===== src/rtl/stream_out_framer_if.sv =====
// Stream bundle between the stream_io serial output, the framer and the host/DMA side.
// The input half has no backpressure; the output half is a valid/ready stream with a frame-end flag.
interface stream_out_framer_if #(
  parameter int DATA_WIDTH = 16
);
  logic                    inV;
  logic [2*DATA_WIDTH-1:0] inData;
  logic                    mValid;
  logic                    mReady;
  logic [2*DATA_WIDTH-1:0] mData;
  logic                    mLast;

  modport master (
    output inV, inData, mReady,
    input  mValid, mData, mLast
  );

  modport slave (
    input  inV, inData, mReady,
    output mValid, mData, mLast
  );
endinterface


===== src/rtl/stream_out_framer.sv =====
// Buffers I/Q words from a non-backpressured source, tags every PE_NUM-th word as frame end,
// and presents them as a valid/ready stream with drop reporting and a delivered-frame counter.
module stream_out_framer #(
  parameter int DATA_WIDTH = 16,
  parameter int PE_NUM     = 8,
  parameter int FIFO_DEPTH = 16
) (
  input  logic                        clk,
  input  logic                        rst_n,
  stream_out_framer_if.slave          bus,
  input  logic                        clrOvf_i,
  output logic [$clog2(FIFO_DEPTH):0] level_o,
  output logic                        overflow_o,
  output logic [15:0]                 frameCnt_o
);

  localparam int WW = 2 * DATA_WIDTH;
  localparam int AW = $clog2(FIFO_DEPTH);
  localparam int LW = AW + 1;
  localparam int BW = $clog2(PE_NUM);

  typedef struct packed {
    logic [WW-1:0] data;
    logic          last;
  } entry_t;

  entry_t        mem [FIFO_DEPTH];
  entry_t        head_q, head_d;
  logic          headValid_q, headValid_d;
  logic [AW-1:0] wrPtr_q, wrPtr_d;
  logic [AW-1:0] rdPtr_q, rdPtr_d;
  logic [LW-1:0] level_q, level_d;
  logic [BW-1:0] bcnt_q, bcnt_d;
  logic          overflow_q, overflow_d;
  logic [15:0]   frameCnt_q, frameCnt_d;

  logic   pop;
  logic   push;
  logic   ramEmpty;
  logic   memWrite;
  entry_t inEntry;

  // level includes the head register, so the RAM holds level minus the head's occupancy.
  always_comb begin
    pop        = headValid_q & bus.mReady;
    push       = bus.inV & ((level_q < LW'(FIFO_DEPTH)) | pop);
    ramEmpty   = (level_q == {{(LW-1){1'b0}}, headValid_q});
    inEntry    = '{data: bus.inData, last: (bcnt_q == BW'(PE_NUM - 1))};

    head_d      = head_q;
    headValid_d = headValid_q;
    wrPtr_d     = wrPtr_q;
    rdPtr_d     = rdPtr_q;
    level_d     = level_q;
    bcnt_d      = bcnt_q;
    overflow_d  = overflow_q;
    frameCnt_d  = frameCnt_q;
    memWrite    = 1'b0;

    // The beat counter follows upstream even for dropped words, keeping frame alignment.
    if (bus.inV) begin
      bcnt_d = (bcnt_q == BW'(PE_NUM - 1)) ? '0 : bcnt_q + 1'b1;
    end

    if (bus.inV & ~push) begin
      overflow_d = 1'b1;
    end else if (clrOvf_i) begin
      overflow_d = 1'b0;
    end

    if (pop & head_q.last) begin
      frameCnt_d = frameCnt_q + 1'b1;
    end

    case ({push, pop})
      2'b10:   level_d = level_q + 1'b1;
      2'b01:   level_d = level_q - 1'b1;
      default: level_d = level_q;
    endcase

    // Refill the head from RAM first; bypass the RAM only when it has nothing older.
    if (pop | ~headValid_q) begin
      if (!ramEmpty) begin
        head_d      = mem[rdPtr_q];
        headValid_d = 1'b1;
        rdPtr_d     = rdPtr_q + 1'b1;
        memWrite    = push;
      end else if (push) begin
        head_d      = inEntry;
        headValid_d = 1'b1;
      end else begin
        headValid_d = 1'b0;
      end
    end else begin
      memWrite = push;
    end

    if (memWrite) begin
      wrPtr_d = wrPtr_q + 1'b1;
    end
  end

  always_ff @(posedge clk or negedge rst_n) begin
    if (!rst_n) begin
      head_q      <= '0;
      headValid_q <= 1'b0;
      wrPtr_q     <= '0;
      rdPtr_q     <= '0;
      level_q     <= '0;
      bcnt_q      <= '0;
      overflow_q  <= 1'b0;
      frameCnt_q  <= '0;
    end else begin
      head_q      <= head_d;
      headValid_q <= headValid_d;
      wrPtr_q     <= wrPtr_d;
      rdPtr_q     <= rdPtr_d;
      level_q     <= level_d;
      bcnt_q      <= bcnt_d;
      overflow_q  <= overflow_d;
      frameCnt_q  <= frameCnt_d;
    end
  end

  // Storage is intentionally left unreset.
  always_ff @(posedge clk) begin
    if (memWrite) begin
      mem[wrPtr_q] <= inEntry;
    end
  end

  assign bus.mValid = headValid_q;
  assign bus.mData  = head_q.data;
  assign bus.mLast  = head_q.last;
  assign level_o    = level_q;
  assign overflow_o = overflow_q;
  assign frameCnt_o = frameCnt_q;

endmodule


===== src/flat_wrapper.sv =====
// flat-port wrapper written by rule: the top's interface ports become plain ports
module stream_out_framer_flat 
#(
  parameter int DATA_WIDTH = 16,
  parameter int PE_NUM     = 8,
  parameter int FIFO_DEPTH = 16
)
  (clk, rst_n, clrOvf_i, level_o, overflow_o, frameCnt_o, bus_inV, bus_inData, bus_mReady, bus_mValid, bus_mData, bus_mLast);
  stream_out_framer_if #(.DATA_WIDTH(DATA_WIDTH)) bus_i ();
  input  logic clk;
  input  logic rst_n;
  input  logic clrOvf_i;
  output logic [$clog2(FIFO_DEPTH):0] level_o;
  output logic overflow_o;
  output logic [15:0] frameCnt_o;
  input wire logic [$bits(bus_i.inV)-1:0] bus_inV;
  input wire logic [$bits(bus_i.inData)-1:0] bus_inData;
  input wire logic [$bits(bus_i.mReady)-1:0] bus_mReady;
  output wire logic [$bits(bus_i.mValid)-1:0] bus_mValid;
  output wire logic [$bits(bus_i.mData)-1:0] bus_mData;
  output wire logic [$bits(bus_i.mLast)-1:0] bus_mLast;
  assign bus_i.inV = bus_inV;
  assign bus_i.inData = bus_inData;
  assign bus_i.mReady = bus_mReady;
  assign bus_mValid = bus_i.mValid;
  assign bus_mData = bus_i.mData;
  assign bus_mLast = bus_i.mLast;
  stream_out_framer #(.DATA_WIDTH(DATA_WIDTH), .PE_NUM(PE_NUM), .FIFO_DEPTH(FIFO_DEPTH)) u_core (.clk(clk), .rst_n(rst_n), .bus(bus_i), .clrOvf_i(clrOvf_i), .level_o(level_o), .overflow_o(overflow_o), .frameCnt_o(frameCnt_o));
endmodule

===== config.mk =====
export PLATFORM = sky130hd
export DESIGN_NAME = stream_out_framer_flat
export DESIGN_NICKNAME = d
export VERILOG_FILES = /design/src/rtl/stream_out_framer_if.sv /design/src/rtl/stream_out_framer.sv /design/src/flat_wrapper.sv
export SDC_FILE = /design/constraint.sdc
export NUM_CORES = 1
export LEC_CHECK = 0
export CAP_MARGIN = 20
export CELL_PAD_IN_SITES_DETAIL_PLACEMENT = 1
export CELL_PAD_IN_SITES_GLOBAL_PLACEMENT = 1
export CORE_MARGIN = 1
export CORE_UTILIZATION = 45
export DETAILED_ROUTE_END_ITERATION = 10
export PLACE_DENSITY = 0.81
export RECOVER_POWER = 100
export SLEW_MARGIN = 40
export SYNTH_ARGS = -nofsm -noshare
export SYNTH_HDL_FRONTEND = slang
export SYNTH_SLANG_ARGS = --single-unit

===== constraint.sdc =====
create_clock -name clk -period 4.4 [get_ports clk]
set_input_delay 0.88 -clock clk [delete_from_list [all_inputs] [get_ports clk]]
set_output_delay 0.88 -clock clk [all_outputs]
set_load 0.02 [all_outputs]

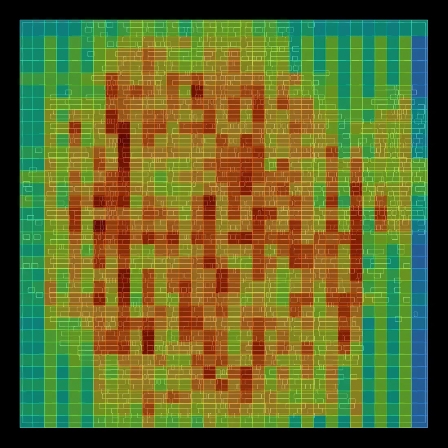
*Track usage over the die, run 1*
GRT met1 Usage: 30.2%
overall fraction of global-route tracks in use: 23.0%
global-route met2 utilization: 39.7%
wire per inst: 28.2 um
met3 GRT Util: 3.47%

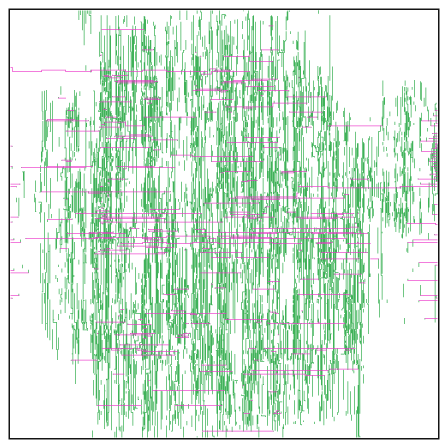
*Wiring by layer, run 1*
Only two layers are drawn.
Magenta stands for met3, wire length 3720 um. Green stands for met2, wire length 31.0 mm.

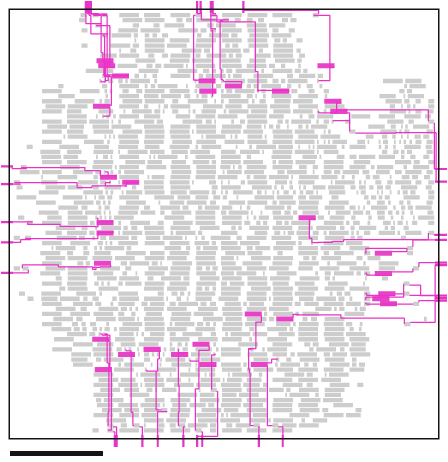
*Nets reached from selected ports, run 1*
Bar = 50 um.
Magenta stands for `bus_mData`, bits 32, direction output, edge 9 top, 9 bottom, 9 right, 5 left, end cells 32, buffers 32, wire 2090 um.

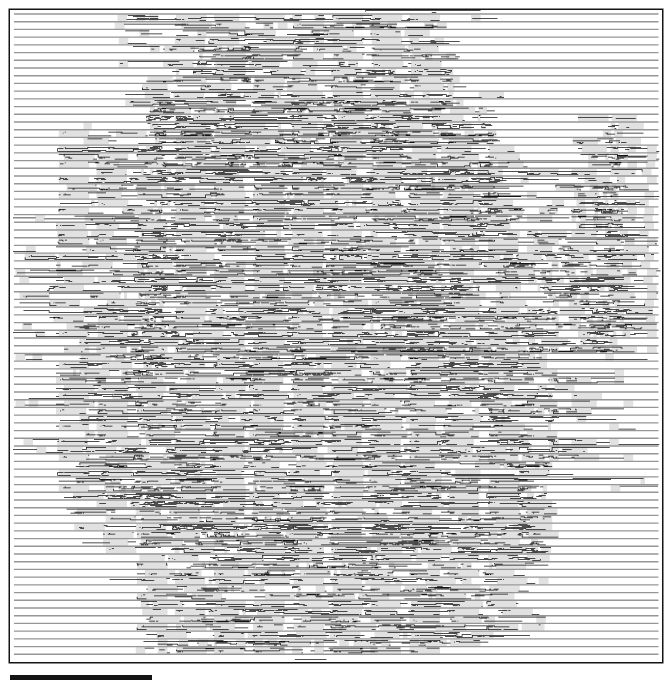
*Met1 routing, run 1*
Bar = 50 um. Supply wires on this layer in grey. Cells faint in the background.
The layer holds 40% of the routed length. 1385 nets have wire on it. The longest straight run is 72.7 um. The wires run mostly horizontal.
final wirelength: 60600 um
via count: 12900

==> impl_metrics.toml, run 1 <==
# synthesis and place-and-route metrics
[power_and_ir_drop]
p_leak_nw = 9.28
power_leader = "registers"
p_comb_share_pct = 29.1
seqPwrFrac_pct = 42.3

[clock_tree]
htreeDepth = 2
cts_setup_buffers = 0
cts-root-buf = "clkbuf_16"
cts_buffers = 59
cts_tree = "done"

[route]
firstDrtPassIters = 5
drc = 0

[timing]
timing.final.crit_share_pct = 80.9
tightest_slew_ps = 2070
final.setup_skew_ps = 23.0
final_max_slew_viol_count = 94

[final_layout]
nonClkBufAreaFrac_pct = 4.93
antennaDiodeCount = 0
clkCellAreaFrac_pct = 7.13
largest_register_ffs = 528
sh_seq_area_pct = 64.3
nClkBuffers = 79
final_cell_mix = "edfxtp_1 (528), mux2i_1 (116), dlygate4sd3_1 (90)"

[synth]
synth_area_per_cell_um2 = 17.9
ff_type = "edfxtp_1"
yosys.area.top_type_share_pct = 67.8
area_leaders = "edfxtp_1 (68%), dfrtp_1 (7.2%), mux4_2 (7.1%)"
ys_sh_mux_pct = 12.4
yosys_cells = 1303

[place]
place_area_um2 = 25400
place.gp.congestion = 0.796
dp_slack_ps = 894

[worst_setup_path]
reg2reg_slack_ps = 1000
cp_top_family = "buffers and inverters"
path_max_fanout = 13
criticalPathCategory = "in2reg"
slowest_delay_ps = 740
r2r-start = "u_core.rdPtr_q[1]"
cp_data_arrival_time_ps = 3790
crit_slowest_cell = "clkbuf_1"

[grt]
grt_pass1_vias = 13900
grt_max_degree = 77
grt_pass1_wl_um = 89700

[die]
core_area_um2 = 51300

[hold_path]
hold_depth = 1
hold_class = "reg2reg"

[run_status]
status = "finished, violations left"
violations = "capacitance limit, slew limit"

[run]
warning_count = 30
max_cap_violations = 2
-- run 1: worst register-to-register path, stage by stage (launching register included) --
cell and delay (ps):
dfrtp_1 1560, buf_4 600, mux4_2 580, nand2_1 140, nand2_1 90, nand3_1 120
a41oi_1 150
-- run 1: how the worst max path moves through the flow --
stage	start	to	slack, ps	cells past startpoint
2_1_floorplan	bus_mReady	u_core.mem[3][0]	190	5
3_3_place_gp	bus_mReady	u_core.mem[5][19]	990	8
3_5_place_dp	bus_mReady	u_core.mem[14][12]	890	9
4_1_cts	u_core.bus.mValid	u_core.bus.mData[13]	1450	5
5_1_grt	bus_mReady	u_core.mem[2][32]	640	9
6_report	bus_mReady	u_core.mem[1][32]	840	9
==> inputs of run 2 (changes only) <==
==> constraint.sdc (replaced) <==
create_clock -name clk -period 2.94 [get_ports clk]
set_input_delay 0.588 -clock clk [delete_from_list [all_inputs] [get_ports clk]]
set_output_delay 0.588 -clock clk [all_outputs]
set_load 0.02 [all_outputs]
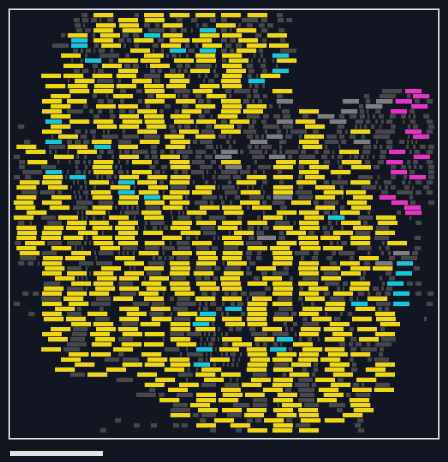
*Sequential cells coloured by netlist name, run 2*
Bar = 50 um. Other sequential cells in the stronger grey, the rest of the logic in the fainter grey.
Cyan stands for `u_core.bus.mData`, placed flops 32, where spread over the die. Magenta stands for `u_core.frameCnt_o`, placed flops 16. Yellow stands for `u_core.mem`, placed flops 528, where spread over the die.
Another 19 sequential cells are not coloured.

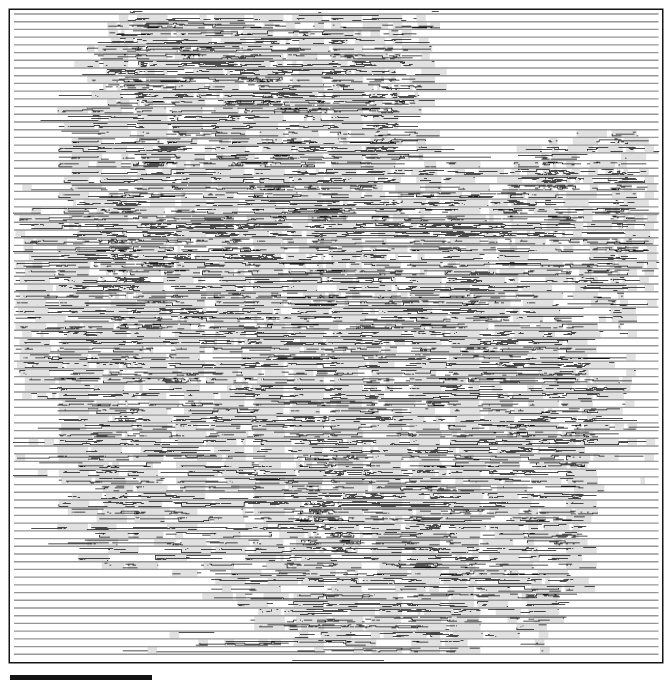
*Met1 routing, run 2*
Bar = 50 um. Supply wires on this layer in grey. Cells faint in the background.
The layer holds 39% of the routed length. The layer carries 24.9 mm of wire.

==> run 2 against run 1 <==
Against the previous run: the run now ends clean; wire length up 5.0%; sequential share of layout area decreased by 1.3 points; design area grew 2.0%; register-to-register slack worse by 730 ps; global-route usage rose by 1.3 points; first-iteration DRC count up 6.7%; worst setup slack got worse by 570 ps; flip-flop count did not move; non-clock buffer count rose by 57; final cell count up 2.5%; largest power group unchanged.
==> impl_metrics.toml, run 2 <==
# synthesis and place-and-route metrics
[synth]
synth_area_per_cell_um2 = 17.9
ys_ff = 595
ys_sh_mux_pct = 12.4
ff_type = "edfxtp_1"
synthMostInstantiatedCell = "edfxtp_1"
synthesis.area_um2 = 23400
yosys.area.top_type_share_pct = 67.8
ys_area_um2 = 23400
area_leaders = "edfxtp_1 (68%), dfrtp_1 (7.2%), mux4_2 (7.1%)"
xor_area_share_pct = 1.05
yosys_cells = 1303
largest_area_cell = "edfxtp_1"
ys_sh_adder_pct = 0.589
yosysSeqAreaShare_pct = 75.0

[die]
core_area_um2 = 51300
std_cell_rows = 83
tap_cells = 680

[worst_setup_path]
worst-path-buf-inv = 2
cp_data_arrival_time_ps = 2920
slowest_delay_ps = 490
criticalPathCategory = "reg2reg"
cp_top_family = "simple AND/OR/NAND/NOR gates"
crit_slowest_cell = "o41ai_1"
path_max_fanout = 15

[clock_tree]
cts-root-buf = "clkbuf_16"
htreeDepth = 2
cts_tree = "done"
clock_path_buffers = 3
clk_latency_ps = 620
cts_buffers = 59
ctsResizeCount = 0
cts_setup_buffers = 0

[grt]
grt_max_degree = 46
grtUsageMet1_pct = 30.4
grt_pass1_wl_um = 94800
grt_pass1_vias = 14500
grtUsageMet3_pct = 3.22
grt_util_met2_pct = 43.7

[power_and_ir_drop]
power_leader = "registers"
power.switching_mw = 8.81
intPower_mw = 18.3
power_density_nw_per_um2 = 974
p_leak_nw = 9.54
p_comb_share_pct = 30.0
seqPwrFrac_pct = 41.2

[final_layout]
largest_register_ffs = 528
logic_area_um2 = 5550
drive_above_1_share_pct = 17.1
comb_area_share_pct = 19.9
antennaDiodeCount = 1
signal_buffers = 193
nClkBuffers = 67
largestClassByArea = "registers"
final_cell_mix = "edfxtp_1 (528), mux2i_1 (116), dlygate4sd3_1 (89)"
clkCellAreaFrac_pct = 7.18
regArea_um2 = 17500
nonClkBufAreaFrac_pct = 6.72
sh_seq_area_pct = 63.0

[run]
max_cap_violations = 0
warning_count = 31

[route]
routed-wl-met3_um = 3580
routed_via_density = 5.99
drc = 0
firstDrtPassIters = 7

[place]
place.gp.congestion = 0.798
place_area_um2 = 26200
dp_slack_ps = 71.0
dp_hpwl_um = 40600

[timing]
final.setup_skew_ps = 17.3
tightest_slew_ps = 1420
final_max_slew_viol_count = 0
timing.final.crit_share_pct = 90.7

[hold_path]
hold_class = "in2async"

[run_status]
status = "finished clean"
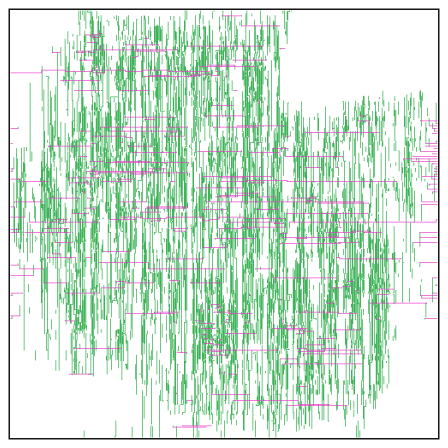
*Wiring by layer, run 2*
Only two layers are drawn.
Magenta stands for met3, wire length 3580 um. Green stands for met2, wire length 33.4 mm.
via count: 13200
overall fraction of global-route tracks in use: 24.3%
wire per inst: 28.9 um
final wirelength: 63600 um

-- run 2: cell counts after synthesis --
No cell type changed its count.
-- run 2: final timing paths --
check	startpoint	depth (start not counted)	slack, ps	to
setup reg to reg	u_core.level_o[2]	6	270	u_core.mem[5][10]
setup / recovery	u_core.level_o[2]	6	270	u_core.mem[5][10]
hold / removal	rst_n	1	310	u_core.bus.mData[18]
min in group clk	u_core.frameCnt_o[15]	1	470	u_core.frameCnt_o[15]
max in group asynchronous	rst_n	2	1140	u_core.bus.mData[23]
hold reg to reg	u_core.frameCnt_o[15]	1	470	u_core.frameCnt_o[15]
Power figures rest on the tool's default switching activity, not on a simulated workload.
